[config.mk]
export PLATFORM = sky130hd
export DESIGN_NAME = cache_ctrl
export DESIGN_NICKNAME = d
export VERILOG_FILES = /design/src/rtl/cache_ctrl_pkg.sv /design/src/rtl/cache_tag_store.sv /design/src/rtl/cache_ctrl.sv
export SDC_FILE = /design/constraint.sdc
export NUM_CORES = 1
export LEC_CHECK = 0
export CORE_MARGIN = 3
export CORE_UTILIZATION = 35
export DETAILED_ROUTE_END_ITERATION = 16
export GPL_ROUTABILITY_DRIVEN = 0
export PLACE_DENSITY = 0.68
export SKIP_CTS_REPAIR_TIMING = 1
export SYNTH_ARGS = -nofsm -noshare
export SYNTH_HDL_FRONTEND = slang
export SYNTH_SLANG_ARGS = --single-unit
[constraint.sdc]
create_clock -name clk -period 3.95 [get_ports clk]
set_clock_uncertainty 0.1 [all_clocks]
set_input_delay 0.9875 -clock clk [delete_from_list [all_inputs] [get_ports clk]]
set_output_delay 0.9875 -clock clk [all_outputs]
set_load 0.02 [all_outputs]
[src/rtl/cache_ctrl_pkg.sv]
// Shared types and constants for the direct-mapped, write-through cache controller.
package cache_ctrl_pkg;

   localparam int unsigned ADDR_W_DEF  = 10;
   localparam int unsigned DATA_W_DEF  = 64;
   localparam int unsigned INDEX_W_DEF = 4;

   // Half-word select encoding shared by cpu_wsel, cb_write_enable_cpu and ram_wmask
   localparam logic [1:0] WSEL_LO  = 2'b01;
   localparam logic [1:0] WSEL_HI  = 2'b10;
   localparam logic [1:0] WSEL_ALL = 2'b11;

   typedef enum logic [2:0] {
      IDLE,
      LOOKUP,
      HIT_RD,
      RAM_REQ,
      RAM_WAIT,
      FILL,
      RESP
   } state_t;

   function automatic int unsigned tag_w(input int unsigned addr_w, input int unsigned index_w);
      return addr_w - index_w;
   endfunction

endpackage

[src/rtl/cache_tag_store.sv]
// Valid bits and tags for a direct-mapped cache of one word per line.
// Combinational hit lookup, registered update on refill.
module cache_tag_store
   import cache_ctrl_pkg::*;
#(
   parameter int unsigned ADDR_W  = ADDR_W_DEF,
   parameter int unsigned INDEX_W = INDEX_W_DEF
) (
   input  logic              clk,
   input  logic              rst_n,
   input  logic [ADDR_W-1:0] lookup_addr,
   output logic              hit,
   input  logic              upd_en,
   input  logic [ADDR_W-1:0] upd_addr
);

   localparam int unsigned TAG_W = tag_w(ADDR_W, INDEX_W);
   localparam int unsigned LINES = 1 << INDEX_W;

   logic [LINES-1:0] valid;
   logic [TAG_W-1:0] tags [LINES];

   logic [INDEX_W-1:0] lookup_idx;
   logic [TAG_W-1:0]   lookup_tag;
   logic [INDEX_W-1:0] upd_idx;
   logic [TAG_W-1:0]   upd_tag;

   assign lookup_idx = lookup_addr[INDEX_W-1:0];
   assign lookup_tag = lookup_addr[ADDR_W-1:INDEX_W];
   assign upd_idx    = upd_addr[INDEX_W-1:0];
   assign upd_tag    = upd_addr[ADDR_W-1:INDEX_W];

   assign hit = valid[lookup_idx] && (tags[lookup_idx] == lookup_tag);

   // Line allocation on refill; reset invalidates every line
   always_ff @(posedge clk or negedge rst_n) begin
      if (!rst_n) begin
         valid <= '0;
         for (int unsigned i = 0; i < LINES; i++) tags[i] <= '0;
      end else if (upd_en) begin
         valid[upd_idx] <= 1'b1;
         tags[upd_idx]  <= upd_tag;
      end
   end

endmodule

[src/rtl/cache_ctrl.sv]
// Cache controller: CPU load/store front end, tag lookup, read-miss refill from RAM,
// write-through no-allocate stores. Define CACHE_STATS_EN to add load hit/miss counters.
module cache_ctrl
   import cache_ctrl_pkg::*;
#(
   parameter int unsigned ADDR_W  = ADDR_W_DEF,
   parameter int unsigned DATA_W  = DATA_W_DEF,
   parameter int unsigned INDEX_W = INDEX_W_DEF
) (
   input  logic              clk,
   input  logic              gen_reset_n,
   input  logic              cpu_req_valid,
   output logic              cpu_req_ready,
   input  logic              cpu_we,
   input  logic [1:0]        cpu_wsel,
   input  logic [ADDR_W-1:0] cpu_addr,
   input  logic [DATA_W-1:0] cpu_wdata,
   output logic              cpu_rsp_valid,
   output logic [DATA_W-1:0] cpu_rdata,
   output logic              cb_write_enable,
   output logic [1:0]        cb_write_enable_cpu,
   output logic              cb_write_enable_ram,
   output logic              cb_read_enable,
   output logic [ADDR_W-1:0] cb_adress,
   output logic [DATA_W-1:0] cb_data_in,
   input  logic [DATA_W-1:0] cb_data_out,
   output logic              ram_req_valid,
   input  logic              ram_req_ready,
   output logic              ram_we,
   output logic [1:0]        ram_wmask,
   output logic [ADDR_W-1:0] ram_addr,
   output logic [DATA_W-1:0] ram_wdata,
   input  logic              ram_rsp_valid,
   input  logic [DATA_W-1:0] ram_rdata
`ifdef CACHE_STATS_EN
   ,
   output logic [15:0]       stat_hits,
   output logic [15:0]       stat_misses
`endif
);

   state_t            state, next;
   logic [ADDR_W-1:0] addr_q;
   logic              we_q;
   logic [1:0]        wsel_q;
   logic [DATA_W-1:0] din_q;
   logic              hit;
   logic              accept;

   assign accept     = cpu_req_valid && cpu_req_ready;
   assign cb_adress  = addr_q;
   assign cb_data_in = din_q;

   cache_tag_store #(
      .ADDR_W  (ADDR_W),
      .INDEX_W (INDEX_W)
   ) u_tags (
      .clk         (clk),
      .rst_n       (gen_reset_n),
      .lookup_addr (addr_q),
      .hit         (hit),
      .upd_en      (state == FILL),
      .upd_addr    (addr_q)
   );

   // State register and request capture; din_q holds store data, then fill data on a refill
   always_ff @(posedge clk or negedge gen_reset_n) begin
      if (!gen_reset_n) begin
         state  <= IDLE;
         addr_q <= '0;
         we_q   <= 1'b0;
         wsel_q <= '0;
         din_q  <= '0;
      end else begin
         state <= next;
         if (accept) begin
            addr_q <= cpu_addr;
            we_q   <= cpu_we;
            wsel_q <= cpu_wsel;
            if (cpu_we) din_q <= cpu_wdata;
         end
         if (state == RAM_WAIT && ram_rsp_valid) din_q <= ram_rdata;
      end
   end

   // Next-state and per-state output strobes
   always_comb begin
      next                = state;
      cpu_req_ready       = 1'b0;
      cpu_rsp_valid       = 1'b0;
      cpu_rdata           = '0;
      cb_write_enable     = 1'b0;
      cb_write_enable_cpu = '0;
      cb_write_enable_ram = 1'b0;
      cb_read_enable      = 1'b0;
      ram_req_valid       = 1'b0;
      ram_we              = 1'b0;
      ram_wmask           = '0;
      ram_addr            = '0;
      ram_wdata           = '0;
      case (state)
         IDLE: begin
            cpu_req_ready = 1'b1;
            if (cpu_req_valid) next = LOOKUP;
         end
         LOOKUP: begin
            if (!we_q) begin
               if (hit) begin
                  cb_read_enable = 1'b1;
                  next           = HIT_RD;
               end else begin
                  next = RAM_REQ;
               end
            end else if (wsel_q == '0) begin
               next = RESP;
            end else begin
               if (hit) begin
                  cb_write_enable     = 1'b1;
                  cb_write_enable_cpu = wsel_q;
               end
               next = RAM_REQ;
            end
         end
         HIT_RD: begin
            cpu_rsp_valid = 1'b1;
            cpu_rdata     = cb_data_out;
            next          = IDLE;
         end
         RAM_REQ: begin
            ram_req_valid = 1'b1;
            ram_we        = we_q;
            ram_addr      = addr_q;
            if (we_q) begin
               ram_wmask = wsel_q;
               ram_wdata = din_q;
            end
            if (ram_req_ready) next = we_q ? RESP : RAM_WAIT;
         end
         RAM_WAIT: begin
            if (ram_rsp_valid) next = FILL;
         end
         FILL: begin
            cb_write_enable     = 1'b1;
            cb_write_enable_ram = 1'b1;
            next                = RESP;
         end
         RESP: begin
            cpu_rsp_valid = 1'b1;
            cpu_rdata     = we_q ? '0 : din_q;
            next          = IDLE;
         end
         default: next = IDLE;
      endcase
   end

`ifdef CACHE_STATS_EN
   // Saturating load hit/miss counters, sampled at the lookup cycle
   always_ff @(posedge clk or negedge gen_reset_n) begin
      if (!gen_reset_n) begin
         stat_hits   <= '0;
         stat_misses <= '0;
      end else if (state == LOOKUP && !we_q) begin
         if (hit) begin
            if (stat_hits != '1) stat_hits <= stat_hits + 16'd1;
         end else begin
            if (stat_misses != '1) stat_misses <= stat_misses + 16'd1;
         end
      end
   end
`endif

endmodule

### Cells colored by class, run 1

Scale: 1.5 px per um.
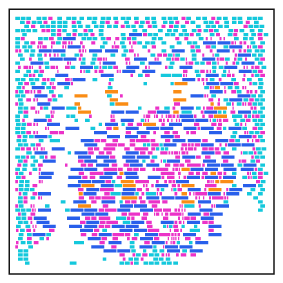
other buffers and delay cells: shown in cyan, cells 487. clock drivers and dummy loads: shown in orange, cells 32. all other logic: shown in magenta, cells 617. flip-flops: shown in blue, cells 192.
# rows: 61
final design utilization: 56.4%
Post-Layout Inst Area: 15800 sq um
flop share of the area: 30.4%

### Sequential cells grouped by signal name, run 1

Scale: 1.5 px per um. Other sequential cells in the stronger gray, the rest of the logic in the fainter gray.
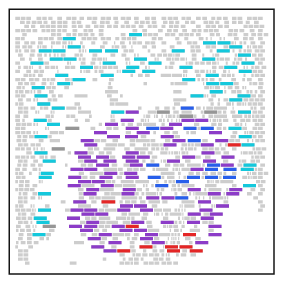
`cb_data_in`: shown in cyan, placed flops 64. `u_tags.tags`: shown in purple, placed flops 96. `u_tags.valid`: shown in blue, placed flops 16. `cb_adress`: shown in red, placed flops 10.
Another 6 sequential cells are not colored.
Flop area: 4810 sq um
P_seq: 3.61 mW

### Clock distribution, run 1

Scale: 1.5 px per um.
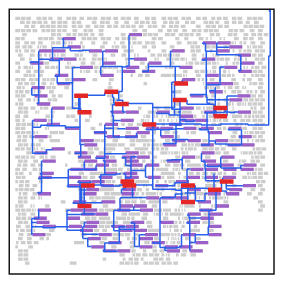
flip-flops: shown in purple, count 192. cells driving clock nets: shown in red, count 17. clock wires: shown in blue, length 2520 um.
Position of the flops: widely spread. There are 18 routed clock nets.

==> flow_summary.toml, run 1 <==
# synthesis and place-and-route metrics
[power_and_ir_drop]
seqPwrFrac_pct = 32.7
p_comb_share_pct = 51.0
peakVddDrop_uv = 389
p_comb_mw = 5.63
pwr-share-clk_pct = 16.3
p_leak_nw = 6.93
power.net_switching_mw = 4.59
finalPower_mw = 11.0
clock_power_mw = 1.80
power_leader = "combinational logic"

[place]
preCtsSetupSlack_ns = -0.162
io_buffers = 432
dpl_cell_area_sq_um = 15000
dp_cells = 1663

[cells_and_area]
buf_share_pct = 31.0
seq_cells = 192
fin_cells = 1713
logic_gates = 614
largest-register = "u_tags.tags"
logic_area_sq_um = 5000
lay_top_count = "clkdlybuf4s50_1"
largest_reg_flops = 96
n_fill_cell = 2434

[routing]
ant_nets = 0
via_per_inst = 5.24
routed_wl_um = 41200
maxUsedRoutingLayer = "met5"
wl_met3_um = 3550
drt_pass1_iterations = 4

[floorplan]
taps = 378
dieArea_sq_um = 30800

[setup_path]
worst-r2r-cell-count = 5
r2r_start = "state[2]"
cp-end-kind = "output pin"
crit_chain = "buf_12 > buf_8 > mux4_2 > mux2i_2 > xnor2_1 > nor4b_2 > o2111ai_2 > nor3_2 > buf_4 > buf_6"
crit_fanout = 6
cp.buffers_inverters = 4
ff2ff_setup_slack_ns = 1.09
crit_type = "reg2out"

[sta]
rsz0062_at_grt = "yes"
period_used_pct = 103
setup_violations = 4
hold_viol_final = 0
max_freq_mhz = 246
timing.final.ws_setup_ns = -0.119

[logic_synthesis]
synth.avg_cell_area_sq_um = 11.3
synth_area_sq_um = 10100
yosysTopAreaCellShare_pct = 47.8
ys_top_cells_by_count = "dfrtp_1 (192), mux2_2 (106), nand2_1 (92)"
ys_sh_adder_pct = 0
ys_sh_xor_pct = 0.348
ys_warn_count = 0
synth_cells = 890
logic_family = "multiplexers"

[global_routing]
use_met2_pct = 41.2
met3_usage_pct = 7.65
met1_usage_pct = 33.3

[worst_hold_path]
whs_endpoint = "u_tags.valid[5]"
hold_depth = 1
hold_start = "u_tags.valid[5]"

[status]
outcome = "finished with violations"
violations = "negative setup slack"

[clocking]
cts_tree = "done"
clockBufferDepth = 2
cts.sinks = 192
==> run 2, diff against run 1 <==
GPL_TIMING_DRIVEN = 0   (was not set)
### Clock distribution, run 2

Scale: 1.5 px per um.
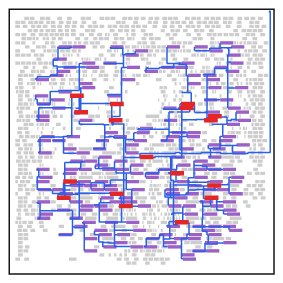
cells driving clock nets: shown in red, count 17. clock wires: shown in blue, length 2430 um. flip-flops: shown in purple, count 192.
Position of the flops: widely spread.

### Placed standard cells, run 2

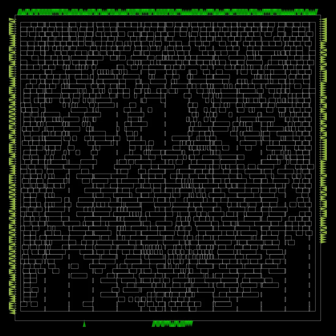
TAP cells: 378
final design utilization: 55.7%
Core ar.: 28100 sq um

==> run 2 against run 1 <==
  * The run still ends with negative setup slack left
  * Largest cell class unchanged
  * Via count rose by 4.6%
  * Final area decreased by 1.2%
  * Clock power decreased by 8%
  * Critical path depth down 1
  * Utilization down 0.65 points
  * Synthesized cell count unchanged
  * Cell count up 1.6%
  * Combinational power increased by 2%
  * Largest power group unchanged
==> flow_summary.toml, run 2 <==
# synthesis and place-and-route metrics
[clocking]
cts_tree = "done"
clockBufferDepth = 2
cts.sinks = 192

[floorplan]
fp-row-count = 61
dieArea_sq_um = 30800

[logic_synthesis]
synth.avg_cell_area_sq_um = 11.3
logic_family = "multiplexers"
yosysTopAreaCellShare_pct = 47.8
ys_warn_count = 0
ys_sh_adder_pct = 0
ys_sh_xor_pct = 0.348
ys_top_cells_by_count = "dfrtp_1 (192), mux2_2 (106), nand2_1 (92)"

[global_routing]
met3_usage_pct = 7.63
use_met2_pct = 43.7
met1_usage_pct = 37.1

[routing]
wl_met3_um = 3960
ant_nets = 0
maxUsedRoutingLayer = "met5"
via_per_inst = 5.40
routed_wl_um = 44100
drt_pass1_iterations = 7

[cells_and_area]
final_cell_mix = "clkdlybuf4s50_1 (425), dfrtp_1 (190), mux2_2 (106)"
buf_share_pct = 30.9
seq_cells = 192
antenna_cells_inserted = 5
logic_area_sq_um = 4960
final_area_sq_um = 15600
fin_cells = 1740
largest_reg_flops = 96
regArea_sq_um = 4810
sh_seq_area_pct = 30.7
logic_gates = 613

[sta]
hold_viol_final = 0
setup_violations = 3
max_freq_mhz = 252
period_used_pct = 100
timing.final.ws_setup_ns = -0.0181

[power_and_ir_drop]
clock_power_mw = 1.66
seq_cell_power_mw = 3.53
finalPower_mw = 10.9
pwr-share-clk_pct = 15.2
p_leak_nw = 6.88
peakVddDrop_uv = 404
p_comb_share_pct = 52.5
seqPwrFrac_pct = 32.3
p_comb_mw = 5.74
power.net_switching_mw = 4.65
power_leader = "combinational logic"

[setup_path]
crit_chain = "buf_12 > buf_12 > mux4_1 > a22oi_2 > a21oi_1 > nor2b_2 > o2111ai_4 > nor3_1 > buf_4"
crit_fanout = 10
r2r_start = "state[0]"
cp-end-kind = "output pin"
worst-r2r-cell-count = 8
crit_type = "reg2out"
cp.buffers_inverters = 3

[worst_hold_path]
hold_start = "u_tags.valid[14]"
hold_depth = 1
whs_endpoint = "u_tags.valid[14]"

[place]
preCtsSetupSlack_ns = -0.619
io_buffers = 432
dpl_cell_area_sq_um = 14900
dp_cells = 1701

[status]
outcome = "finished with violations"
violations = "negative setup slack"
Power and IR drop assume default switching activity.
